Design hba_fifo_slave, sky130hd; sources not shown.
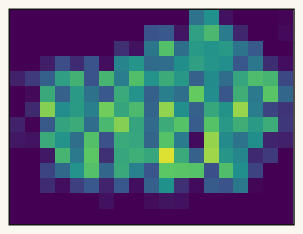
Figure 1: placement density heat map.
(1.5 px per um) 19 x 14 tiles, from dark purple (low) to yellow (high), 0 to 100% covered.
fullest tile: 95%
nearly empty tiles: 33%
densest ninth of the die: center
emptiest ninth of the die: upper left
mean over tiles: 28%
tiles over 75% full: 3.4%
Pre-Place Util: 0.255
core area: 25100 sq um

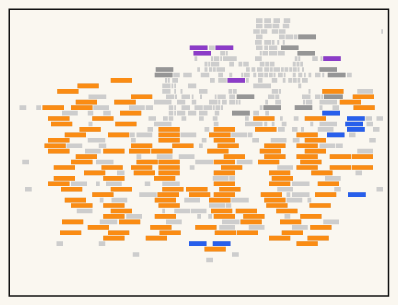
Figure 2: register map, names as in the netlist.
(2 px per um)
legend:
  orange:
    signal: `r_mem`
    placed_flops: 128
  purple:
    signal: `r_count`
    placed_flops: 5
    where: top center
  blue:
    signal: `hba_dbus_slave`
    placed_flops: 8
not colored: 12
flop share of the area: 0.569
final core occ: 0.313
FF+latch area: 4470 sq um
sequential group power: 1.36 mW

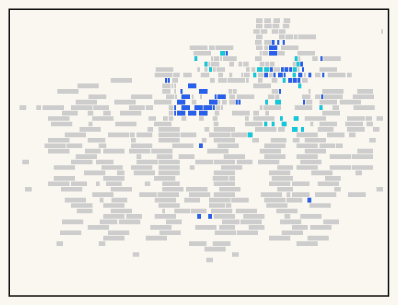
Figure 3: gate-type map.
(2 px per um)
legend:
  blue:
    family: NOR gates
    cells: 51
    most_used: nor2_1
  cyan:
    family: inverting AOI/OAI gates
    cells: 24
    most_used: a21oi_1
Final Instance Count excl. Fillers: 770
Comb/total area: 0.240
most instantiated logic cell after routing: edfxtp_1

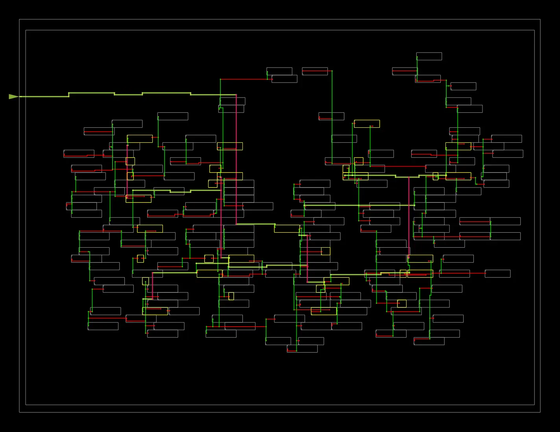
Figure 4: the clock network.
Num CTS Buffers: 17
clk pwr: 1.17 mW

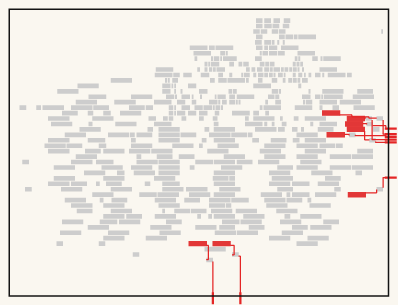
Figure 5: port wiring.
(2 px per um)
legend:
  red:
    port: `hba_dbus_slave`
    direction: output
    end_cells: 8
    buffers: 8
    wire: 155 um
IO Port Bufs: 32
I/O pin count: 34

==> CHANGELOG.md <==
### Changed

* Run status: completed
* Root buffer cell: clkbuf_16
* Yosys simple share at 0.0773
* Crit-path slowest cell: clkdlybuf4s50_1
* Clk ins delay skew pair at about 430 ps
* Final wirelength at 14700 um
* Combinational power at between 50 and 60 uW
* Flip-flop count of the largest register after layout at approximately 130
* Post-CTS Resized at 0
* Flop count at 153
* GR Util met2 at 0.165
* Hold buffers post-CTS at 0
* Syn. warnings at 0
* GRT met1 Usage at 0.169
* Tmin final at approximately 4200 ps
* Share of cells above drive strength 1 at 0.266
* Area Growth Syn to Fin at 22.5%
* Tap cells at about 340
* Part of the power in registers at 0.526
* CP Launch Type: primary input
* Clk pwr share at 0.453
* Total Die Area at about 27000 sq um
* Dominant comb cell: multiplexers
* Final hold slack at 469 ps
* Post-Syn Area per Cell at 17.6 sq um
* Met1 wire length at slightly above 7000 um
* Fin area at around 7900 sq um
* Drt pass-1 iters at 4
* Pwr Total at 2.58 mW
* Die W at around 190 um
* Crit. End Element: flop
* DRT antenna net count at 0
* Count of library flops with an enable pin at about 130
* Non-clk invs at 11
* Crit. path cell count at 11
* Synth flops at 153
* Hold path depth at 1
* Layout clock buffers at 17
* Worst path max stage delay at 590 ps
* Final Cycle Share at 0.816
* Switching pwr at about 570 uW
* Largest type area fraction at 0.600
* Setup violators final at 0
* Total vias in the final route at 3465
* Log Warnings at 29
* Post-layout nets at 453
* RSZ-0062 raised after global routing: false
* CP arrival at between 4000 and 5000 ps
* Biggest Area Class: sequential cells
* Per-cell routed wire length at 19.1 um
* Multi-input gates at 181
* Dpl hpwl at around 9600 um
* Slew @ Worst Pin at roughly 1100 ps
* CP Buf/Inv Count at 2
* Cell taking the most area after synthesis: edfxtp_1
* Via density at roughly 4.5
* Top delay family on crit path: AND-OR/OR-AND gates
* Yosys aoi share at 0.0307
* Relative slew slack at 0.277
* Most numerous logic cells after layout: edfxtp_1 (128), mux4_2 (35), clkdlybuf4s50_1 (32)
* CP dominant cell by count: a21o_1
* Synth cell types at roughly 50
* Adder-cell share of the synthesized area at 0.0207
* Pwr dens at approximately 330 nW/um^2
* Met3 wire len at between 900 and 1000 um
* Placer Congestion at 0.810
* Post-synth top cells: edfxtp_1 (128), mux4_2 (35), dfrtp_1 (25)
* Top area cell types: edfxtp_1 (60%), mux4_2 (12%), dfrtp_1 (9.8%), ha_1 (1.8%), nor4_1 (1.3%)
* Placed cell areas at between 7000 and 8000 sq um
* Sink Count at around 150
* Non-clk buf share at 0.0628
* Comb gate area at approximately 1900 sq um
* Crit-path cells: clkdlybuf4s50_1 -> or2_2 -> a21oi_1 -> nand2_2 -> buf_4 -> ha_1 -> a21o_1 -> a21o_1 -> or3_1 -> a211o_1 -> nand2_1
* Initial antenna violation count at 1
* Fillers at between 2000 and 2500
* Internal Pwr Total at 2.01 mW
* Seq/Total Area, Yosys at 0.697
* Mapped Area at about 6400 sq um
* Top Layer Used: met4
* CP Data Required Time at roughly 5500 ps
Power figures rest on the tool's default switching activity, not on a simulated workload.
